Figure 1. Power grid (run 1).
Pins as bars on the die edge. Tap cells in grey.
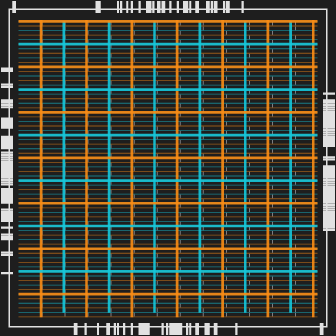
Figure 2. Cells coloured by class (run 1).
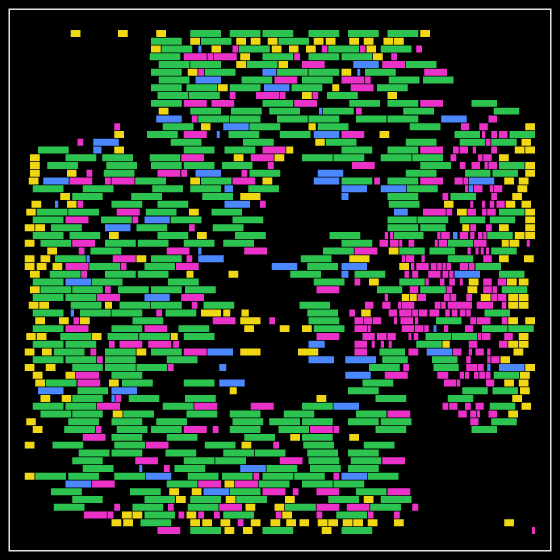
Figure 3. Routed clock nets over the placement (run 1).
Scale bar: 50 um.
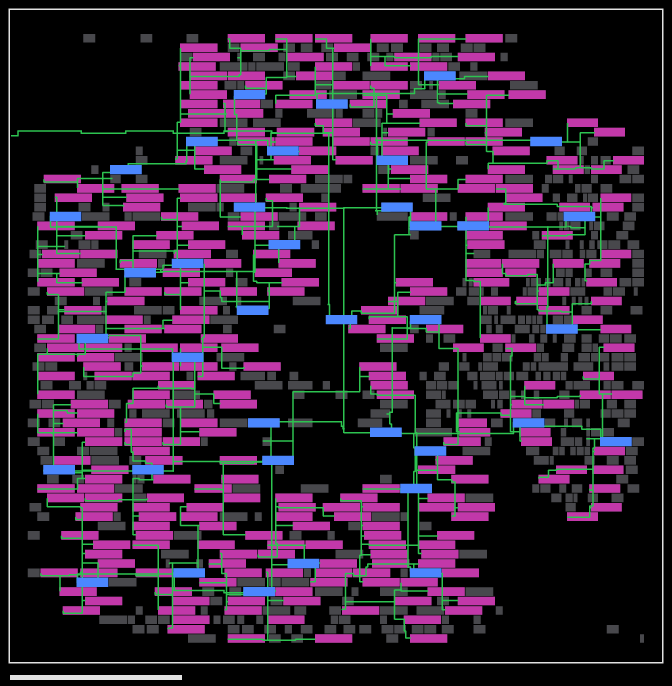
Figure 4. Wiring by layer (run 1).
Scale bar: 50 um.
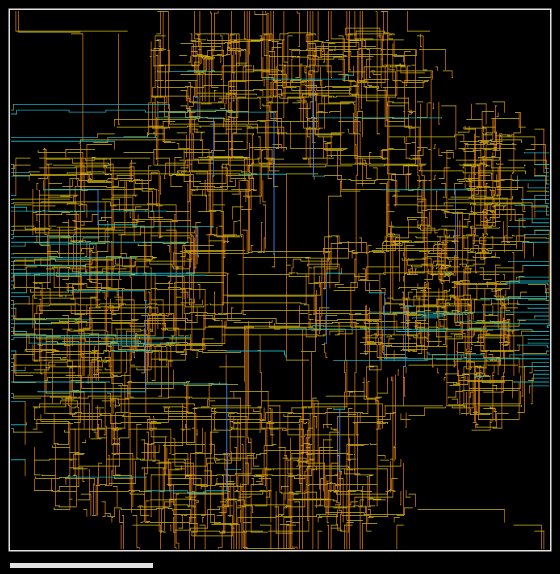
$ cat src/rtl/ls_sched.sv
// rtl/ls_sched.sv - in-order load/store queue presenting its head entry to the data cache
// Optional feature macro LS_BOUNDS_CHECK_EN: reject out-of-range or misaligned addresses at dispatch.
module ls_sched #(
    parameter int DEPTH     = 4,
    parameter int MEM_BYTES = 128,
    parameter int TMO_CYC   = 15
) (
    input  logic        Clk,
    input  logic        Rst,
    input  logic        Disp_Valid,
    input  logic        Disp_Opcode,
    input  logic [31:0] Disp_Address,
    input  logic [31:0] Disp_Data,
    input  logic [4:0]  Disp_Tag,
    output logic        Disp_Full,
    input  logic        Flush,
    output logic        Cache_Ready_Out,
    output logic        Cache_Opcode,
    output logic [31:0] Cache_Address,
    output logic [31:0] Cache_Data,
    output logic [4:0]  Cache_Tag,
    input  logic        Cache_Issue_In,
    output logic        Err_Pulse,
    output logic        Tmo_Pulse,
    output logic [15:0] Ld_Count,
    output logic [15:0] St_Count
);

    localparam int AW = (DEPTH > 1) ? $clog2(DEPTH) : 1;
    localparam int WW = (TMO_CYC > 1) ? $clog2(TMO_CYC + 1) : 1;
    localparam logic [AW:0]   FULL_CNT = (AW + 1)'(DEPTH);
    localparam logic [WW-1:0] TMO_MAX  = WW'(TMO_CYC);

    typedef enum logic [1:0] {
        IDLE   = 2'd0,
        ACTIVE = 2'd1,
        FLUSH  = 2'd2
    } state_t;

    state_t        state_q, state_d;
    logic [AW-1:0] wr_ptr_q, wr_ptr_d;
    logic [AW-1:0] rd_ptr_q, rd_ptr_d;
    logic [AW:0]   count_q, count_d;
    logic [WW-1:0] wait_q, wait_d;
    logic          tmo_q, tmo_d;
    logic [15:0]   ld_cnt_q, ld_cnt_d;
    logic [15:0]   st_cnt_q, st_cnt_d;

    logic          mem_op   [DEPTH];
    logic [31:0]   mem_addr [DEPTH];
    logic [31:0]   mem_data [DEPTH];
    logic [4:0]    mem_tag  [DEPTH];

    logic          addr_bad;
    logic          not_empty;
    logic          enq;
    logic          deq;
    logic          head_op;

`ifdef LS_BOUNDS_CHECK_EN
    logic [32:0]   addr_end;
    logic          err_q, err_d;

    // Last byte of the word must fall inside the array; carry bit keeps wrap-around addresses out.
    assign addr_end  = {1'b0, Disp_Address} + 33'd3;
    assign addr_bad  = (addr_end >= 33'(MEM_BYTES)) || (Disp_Address[1:0] != 2'b00);
    assign err_d     = Disp_Valid && !Disp_Full && !Flush && addr_bad;
    assign Err_Pulse = err_q;

    always_ff @(posedge Clk or posedge Rst) begin
        if (Rst) begin
            err_q <= 1'b0;
        end else begin
            err_q <= err_d;
        end
    end
`else
    assign addr_bad  = 1'b0;
    assign Err_Pulse = 1'b0;
`endif

    assign not_empty       = (count_q != '0);
    assign Disp_Full       = (count_q == FULL_CNT);
    assign Cache_Ready_Out = not_empty && (state_q == ACTIVE);
    assign enq             = Disp_Valid && !Disp_Full && !Flush && !addr_bad;
    assign deq             = Cache_Ready_Out && Cache_Issue_In && !Flush;
    assign head_op         = mem_op[rd_ptr_q];

    assign Cache_Opcode  = not_empty ? head_op            : 1'b0;
    assign Cache_Address = not_empty ? mem_addr[rd_ptr_q] : 32'd0;
    assign Cache_Data    = not_empty ? mem_data[rd_ptr_q] : 32'd0;
    assign Cache_Tag     = not_empty ? mem_tag[rd_ptr_q]  : 5'd0;
    assign Tmo_Pulse     = tmo_q;
    assign Ld_Count      = ld_cnt_q;
    assign St_Count      = st_cnt_q;

    always_comb begin
        state_d = state_q;
        case (state_q)
            IDLE: begin
                if (enq || not_empty) begin
                    state_d = ACTIVE;
                end
            end
            ACTIVE: begin
                if (deq && !enq && (count_q == (AW + 1)'(1))) begin
                    state_d = IDLE;
                end
            end
            FLUSH: begin
                state_d = IDLE;
            end
            default: begin
                state_d = IDLE;
            end
        endcase
        if (Flush) begin
            state_d = FLUSH;
        end
    end

    always_comb begin
        wr_ptr_d = wr_ptr_q;
        rd_ptr_d = rd_ptr_q;
        count_d  = count_q;
        ld_cnt_d = ld_cnt_q;
        st_cnt_d = st_cnt_q;
        if (Flush) begin
            wr_ptr_d = '0;
            rd_ptr_d = '0;
            count_d  = '0;
        end else begin
            if (enq) begin
                wr_ptr_d = wr_ptr_q + AW'(1);
            end
            if (deq) begin
                rd_ptr_d = rd_ptr_q + AW'(1);
                if (head_op) begin
                    ld_cnt_d = ld_cnt_q + 16'd1;
                end else begin
                    st_cnt_d = st_cnt_q + 16'd1;
                end
            end
            if (enq && !deq) begin
                count_d = count_q + (AW + 1)'(1);
            end else if (deq && !enq) begin
                count_d = count_q - (AW + 1)'(1);
            end
        end
    end

    // Wait counter saturates at TMO_MAX so the timeout fires once per head entry.
    always_comb begin
        wait_d = wait_q;
        tmo_d  = 1'b0;
        if (Flush || deq) begin
            wait_d = '0;
        end else if (Cache_Ready_Out && head_op && !Cache_Issue_In && (wait_q != TMO_MAX)) begin
            wait_d = wait_q + WW'(1);
            tmo_d  = (wait_q == TMO_MAX - WW'(1));
        end
    end

    always_ff @(posedge Clk or posedge Rst) begin
        if (Rst) begin
            state_q  <= IDLE;
            wr_ptr_q <= '0;
            rd_ptr_q <= '0;
            count_q  <= '0;
            wait_q   <= '0;
            tmo_q    <= 1'b0;
            ld_cnt_q <= 16'd0;
            st_cnt_q <= 16'd0;
        end else begin
            state_q  <= state_d;
            wr_ptr_q <= wr_ptr_d;
            rd_ptr_q <= rd_ptr_d;
            count_q  <= count_d;
            wait_q   <= wait_d;
            tmo_q    <= tmo_d;
            ld_cnt_q <= ld_cnt_d;
            st_cnt_q <= st_cnt_d;
        end
    end

    // Entry storage needs no reset: outputs are masked while the queue is empty.
    always_ff @(posedge Clk) begin
        if (enq) begin
            mem_op[wr_ptr_q]   <= Disp_Opcode;
            mem_addr[wr_ptr_q] <= Disp_Address;
            mem_data[wr_ptr_q] <= Disp_Data;
            mem_tag[wr_ptr_q]  <= Disp_Tag;
        end
    end

endmodule

$ cat config.mk
export PLATFORM = sky130hd
export DESIGN_NAME = ls_sched
export DESIGN_NICKNAME = d
export VERILOG_FILES = /design/src/rtl/ls_sched.sv
export SDC_FILE = /design/constraint.sdc
export NUM_CORES = 1
export LEC_CHECK = 0
export CORE_MARGIN = 5
export CORE_UTILIZATION = 40
export CTS_CLUSTER_SIZE = 12
export DETAILED_ROUTE_END_ITERATION = 7
export MAX_ROUTING_LAYER = met4
export PLACE_DENSITY = 0.72
export SYNTH_ARGS = -nofsm -noshare
export SYNTH_HDL_FRONTEND = slang
export SYNTH_SLANG_ARGS = --single-unit
$ cat constraint.sdc
create_clock -name Clk -period 3.9 [get_ports Clk]
set_input_delay 0.78 -clock Clk [delete_from_list [all_inputs] [get_ports Clk]]
set_output_delay 0.78 -clock Clk [all_outputs]
set_load 0.01 [all_outputs]
==> results_slide.txt, run 1 <==
Flow Results at a Glance

Status
  – Outcome: complete, no violations

Finish
  – Leading registers by flop count: mem_addr x128, mem_data x128, mem_tag x20
  – Post-route cell area: around 16000 um2
  – Commonest non-fill, non-tap cell in the layout: sky130_fd_sc_hd__edfxtp_1
  – Fraction of layout instances using a drive strength above 1: 0.1734

Drt
  – Routed length per instance: a little over 20 um
  – Total via count after detailed routing: approximately 6.6k
  – DRT antenna net count: 0
  – Aggregate routed wire length: 26.71 mm
  – DR DRC count: 0
  – Wire length on met2: 12.65 mm
  – Routed met3 length: ~2.1 mm
  – Vias per std cell: ~5

Critical path
  – Max Fanout on Critical Path: 27
  – WS Path Type: reg2out
  – Critical path launch point type: register
  – Kind of capture point of the worst setup path: output pin

Synthesis
  – Avg Synthesized Cell Area: 19.53 um2
  – AO/OA Area Share: 0.004193
  – Area fraction in xor and xnor cells: 0.02721
  – Synth Instances: roughly 660
  – Chip area in the Yosys report: 12830 um2
  – Synth Cell Area: roughly 13000 um2
  – Post-synthesis sequential element count: 326
  – Yosys simple share: 0.07392
  – Number of nets at floorplan: around 740
  – # Cells Yosys: about 660
  – Largest area contributor in the synthesized netlist: sky130_fd_sc_hd__edfxtp_1
  – Combinational family with the most area after synthesis: multiplexers

GRT
  – Grt met1 use: 0.2047
  – Wire length of the first global-routing pass: between 40 and 50 mm
  – Via count of the first global-routing pass: between 7k and 8k
  – Number of antenna violations at the first check in global routing: 5
  – Most crowded layer after global routing: met2
  – GR met2 Demand/Resource: 0.2431
  – All-Layer GR Usage: 0.1563

Power
  – Worst VDD drop: about 380 uV
  – Leakage power of the design: roughly 5.5 nW

STA
  – Highest clock rate: a little under 0.3 GHz
  – Final hold violations: 0
  – Min setup slack post-route: 463.3 ps
  – Final-layout worst hold slack: roughly 470 ps
  – Setup skew after layout: roughly 21 ps
  – Setup-failing EPs final: 0

Placement
  – Placed instance count: 1229
  – Buffers on Ports: 179
  – Global placer's final weighted congestion: ~0.78
  – HPWL after DPL: 17.08 mm
  – Placement-stage worst setup slack: about 830 ps

Floorplanning
  – Die span in x: between 150 and 200 um
  – Height of the chip: between 150 and 200 um
  – Area of the core region: between 30000 and 40000 um2
  – Ports: 181

Hold path
  – Hold Crit Class: reg2reg

Flow run
  – Tool warning count: 33

Clock tree
  – Post-CTS setup buffer count: 0
  – Sinks on Clock Net: between 300 and 400
  – H-tree depth: 2
  – Clock-pin slew on the worst setup and hold paths: ~50 ps
  – Deepest clock path buffer count: 3
## Picture notes: Figure 1
legend:
  cyan:
    net: VDD
  orange:
    net: VSS
met4 straps: 13
met5 straps: 13
met1 rails: 66
rows: 65

## Picture notes: Figure 2
legend:
  blue:
    class: clock drivers and dummy loads
    cells: 61
    share_of_their_area: 7.1%
  green:
    class: flops
    cells: 326
    share_of_their_area: 60%
  yellow:
    class: other buffers and delay cells
    cells: 199
    share_of_their_area: 13%
  magenta:
    class: combinational and other logic
    cells: 302
    share_of_their_area: 20%

## Picture notes: Figure 3
legend:
  blue:
    item: clock drivers
    count: 37
  magenta:
    item: flip-flops
    count: 326
  green:
    item: clock wires
    length: 3960 um
flops lie: spread over the die

## Picture notes: Figure 4
legend:
  blue:
    layer: metal 4
    wire_length: 317 um
  yellow:
    layer: metal 1
    wire_length: 11600 um
  orange:
    layer: metal 2
    wire_length: 12600 um
  cyan:
    layer: metal 3
    wire_length: 2140 um

## run 1: cells in the mapped netlist, drive strengths merged
master  instances
edfxtp        280
and2           75
mux4           70
dfrtp          46
xnor2          27
clkbuf         21
nand3          17
nor2           17
nand2          14
ha             12
xor2           12
buf             8
inv             8
and3            7
nand4           7
nor2b           5
and4            4
nand2b          4
nor3            4
a21oi           3
or2             3
a21bo           1
a221oi          1
a311oi          1
a31oi           1
and3b           1
conb            1
maj3            1
mux2            1
mux2i           1
nor4            1
nor4b           1
o21ai           1
or4             1
## run 1: report_power, final
part	internal, mW	switching (mW)	leakage (nW)	total [mW]
sequential	3.91	0.0483	3.17	3.96
clock	1.88	1.31	0.537	3.20
combinational	0.556	0.520	1.80	1.08
total	6.35	1.88	5.51	8.24
## run 1: final cells by class
type,instances,area (um2),share of cell area
clock buffers,46,1001,0.06113
repair buffers,199,2017,0.1232
multi-input cells,294,3126,0.1909
inverters,8,30.03,0.001834
clock inverters,15,118.9,0.007259
diodes,5,12.51,0.0007641
well taps,402,503.0,0.03072
flip-flops and latches,326,9567,0.5842
## run 1: final timing paths
check	from	to	slack, ps	cells after the start
max in group asynchronous	Rst	St_Count[1]	2620	3
setup / recovery	rd_ptr_q[0]	Cache_Address[0]	460	4
setup reg to reg	count_q[0]	mem_data[2][11]	1430	6
hold / removal	St_Count[15]	St_Count[15]	470	1
hold reg to reg	St_Count[15]	St_Count[15]	470	1
min in group asynchronous	Rst	Ld_Count[12]	630	2
## run 1: worst max-delay path: stages, from the launching register on
cell	delay, ps
sky130_fd_sc_hd__dfrtp_4	600
sky130_fd_sc_hd__buf_12	280
sky130_fd_sc_hd__mux4_2	530
sky130_fd_sc_hd__and2_1	170
sky130_fd_sc_hd__clkdlybuf4s50_1	560
==> inputs of run 2 (changes only) <==
--- a/config.mk
+++ b/config.mk
@@ -5,7 +5,7 @@
 export SDC_FILE = /design/constraint.sdc
 export NUM_CORES = 1
 export LEC_CHECK = 0
-export CORE_MARGIN = 5
+export CORE_MARGIN = 3
 export CORE_UTILIZATION = 40
 export CTS_CLUSTER_SIZE = 12
 export DETAILED_ROUTE_END_ITERATION = 7
==> results_slide.txt, run 2 <==
Flow Results at a Glance

Critical path
  – WS Path Type: reg2out
  – Kind of capture point of the worst setup path: output pin
  – Max Fanout on Critical Path: 19 (-30%)
  – Crit path buf inv count: 2 (unchanged)
  – CP top delay family: buffers and inverters
  – Setup slack, reg-to-reg: 1200 ps (-230 ps)
  – Delay of the slowest critical-path stage: 690 ps (+90 ps)
  – R2R depth: 8 (+2)
  – FF-to-FF Start: count_q[0]
  – Worst path slowest cell: sky130_fd_sc_hd__dfrtp_4
  – Cell breakdown of the critical path: buf_4, mux4_2, and2_1, clkdlybuf4s50_1

Synthesis
  – Post-synthesis sequential element count: 326 (unchanged)
  – # Cells Yosys: 657 (unchanged)
  – Synth Cell Area: 12830 um2 (unchanged)
  – Synth Instances: 657 (unchanged)
  – Chip area in the Yosys report: 12830 um2 (unchanged)
  – Synth async-reset ratio: 0.1411 (unchanged)
  – EDFF count, synth: 280 (unchanged)
  – Most numerous cell in the Yosys netlist: sky130_fd_sc_hd__edfxtp_1
  – Avg Synthesized Cell Area: 19.53 um2 (unchanged)
  – Number of nets at floorplan: 744 (unchanged)

Drt
  – Total via count after detailed routing: 6580 (+0.32%)
  – DRT antenna net count: 0 (unchanged)
  – Vias per std cell: 5.113 (+0.94%)
  – Aggregate routed wire length: 25.65 mm (-4.0%)
  – DR DRC count: 0 (unchanged)

Power
  – Share of power burned in registers: 0.482 (about the same)
  – Clock group total power: 3.20 mW (about the same)
  – Worst VDD drop: 312.5 uV (-18%)
  – Comb. pwr: 1.07 mW (about the same)
  – Top pwr grp: registers
  – Net switching power figure: 1.810 mW (-3.9%)
  – Internal power summed over all cells: 6.421 mW (+1.1%)
  – Leakage power of the design: 5.511 nW (about the same)
  – Power in sequential cells: 3.96 mW (about the same)

Placement
  – Placed instance count: 1222 (-0.57%)
  – Placement-stage worst setup slack: 816.5 ps (-11.24 ps)
  – HPWL after DPL: 16.07 mm (-5.9%)
  – Buffers on Ports: 179 (unchanged)

Clock tree
  – Clock-pin slew on the worst setup and hold paths: 60 ps (about the same)
  – Deepest clock path buffer count: 3 (unchanged)
  – H-tree depth: 2 (unchanged)

STA
  – Setup skew after layout: 12.85 ps (-7.740 ps)
  – Highest clock rate: 0.2824 GHz (-3.0%)
  – Setup-failing EPs final: 0 (unchanged)
  – Final-layout worst hold slack: 452.8 ps (-13.64 ps)
  – Final hold violations: 0 (unchanged)
  – Min setup slack post-route: 358.6 ps (-104.7 ps)

Floorplanning
  – Ports: 181 (unchanged)
  – Die span in x: 185.1 um (-2.1%)
  – Area of the core region: 31070 um2 (-1.8%)
  – Height of the chip: 185.1 um (-2.1%)

Finish
  – Post-route cell area: 16360 um2 (about the same)
  – Fraction of layout instances using a drive strength above 1: 0.1676 (-0.005819)
  – Leading registers by flop count: mem_addr x128, mem_data x128, mem_tag x20
  – Commonest non-fill, non-tap cell in the layout: sky130_fd_sc_hd__edfxtp_1
  – Core Util, Final: 0.5267

Hold path
  – Start point of the worst min-delay path: state_q[1]
  – Hold Crit Class: reg2reg

Status
  – Outcome: complete, no violations

GRT
  – Via count of the first global-routing pass: 6870 (-5.3%)
  – Wire length of the first global-routing pass: 39.90 mm (-5.7%)
  – Number of antenna violations at the first check in global routing: 2 (-3)

Flow run
  – Tool warning count: 33 (unchanged)
## run 2: netlist changes by cell type in the layout (fill, tap and decap cells not counted), sizes merged
cell,before,now
diode,5,2
buf,20,19
clkinv,11,7
bufinv,1,3
clkbuf,46,50
clkinvlp,3,1
inv,8,10
## run 2: worst paths after layout
kind                                  endpoint
worst max register to register    St_Count[11]
min in group asynchronous          St_Count[1]
max in group asynchronous          rd_ptr_q[0]
worst min register to register      state_q[0]
worst max-delay path            Cache_Data[31]
worst min-delay path                state_q[0]
## run 2: cell families after synthesis
family / after synthesis / synth area share
adder cells (fa/ha/maj): 13 / 0.01248
AND-OR/OR-AND: 8 / 0.004193
other: 1 / 0.0002923
buffers and inverters: 37 / 0.01229
XOR/XNOR: 39 / 0.02721
flip-flops: 326 / 0.7451
AND/OR/NAND/NOR: 161 / 0.07392
multiplexers: 72 / 0.1245
## run 2: worst reg2reg max path: cells and delay by family, from the launching register on
family / cells / cell delay [ps]
XOR/XNOR: 1 / 140
adder cells (fa/ha/maj): 1 / 260
buffers and inverters: 2 / 390
flip-flops: 1 / 410
AND/OR/NAND/NOR: 4 / 1400
## run 2: cell type report
cell class / count / area (um2) / share of cell area
sequential: 326 / 9567 / 0.5846
antenna: 2 / 5.005 / 0.0003059
clock buffer: 50 / 974.7 / 0.05957
tap: 396 / 495.5 / 0.03028
multi-input combinational: 294 / 3126 / 0.1910
inverter: 8 / 30.03 / 0.001835
timing repair buffer: 198 / 2022 / 0.1236
clock inverter: 13 / 143.9 / 0.008793
## run 2: layer usage
layer / global-route usage / part of all wire
met1: 0.2114 / 0.45
met2: 0.2394 / 0.47
met3: 0.04085 / 0.063
met4: 0.03331 / 0.016
met5: - / 0
Figure 5. Routing congestion (run 2).
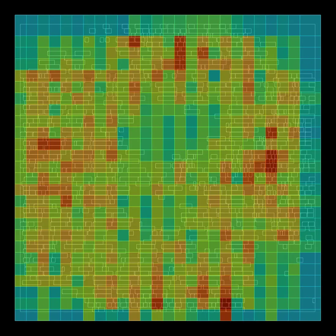
M3 GR Usage: 0.04085
routed length per instance: 19.93 um
All-Layer GR Usage: 0.1554

Figure 6. Wiring by layer (run 2).
Scale bar: 50 um.
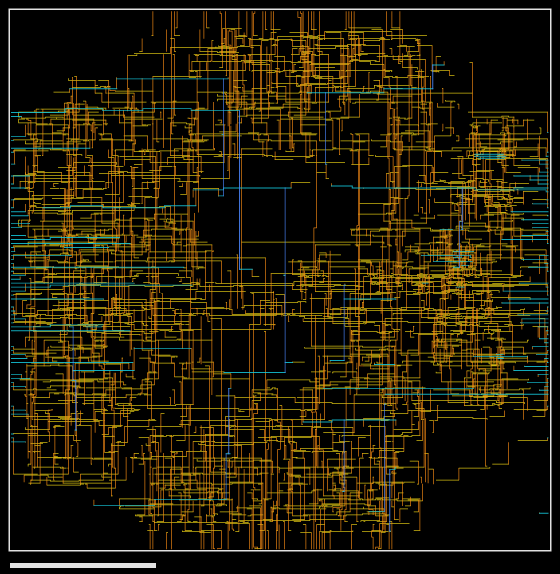
legend:
  blue:
    layer: metal 4
    wire_length: 402 um
  cyan:
    layer: metal 3
    wire_length: 1600 um
  orange:
    layer: metal 2
    wire_length: 12000 um
  yellow:
    layer: metal 1
    wire_length: 11600 um

Figure 7. Cells coloured by class (run 2).
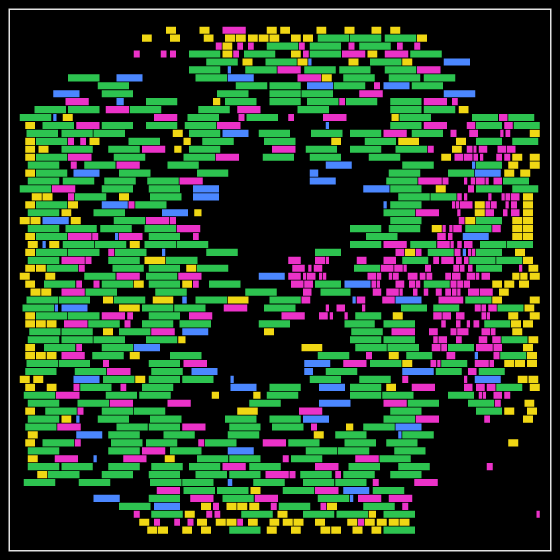
legend:
  blue:
    class: clock drivers and dummy loads
    cells: 63
    share_of_their_area: 7.1%
  green:
    class: flops
    cells: 326
    share_of_their_area: 60%
  yellow:
    class: other buffers and delay cells
    cells: 198
    share_of_their_area: 13%
  magenta:
    class: combinational and other logic
    cells: 302
    share_of_their_area: 20%

Power figures rest on the tool's default switching activity, not on a simulated workload.
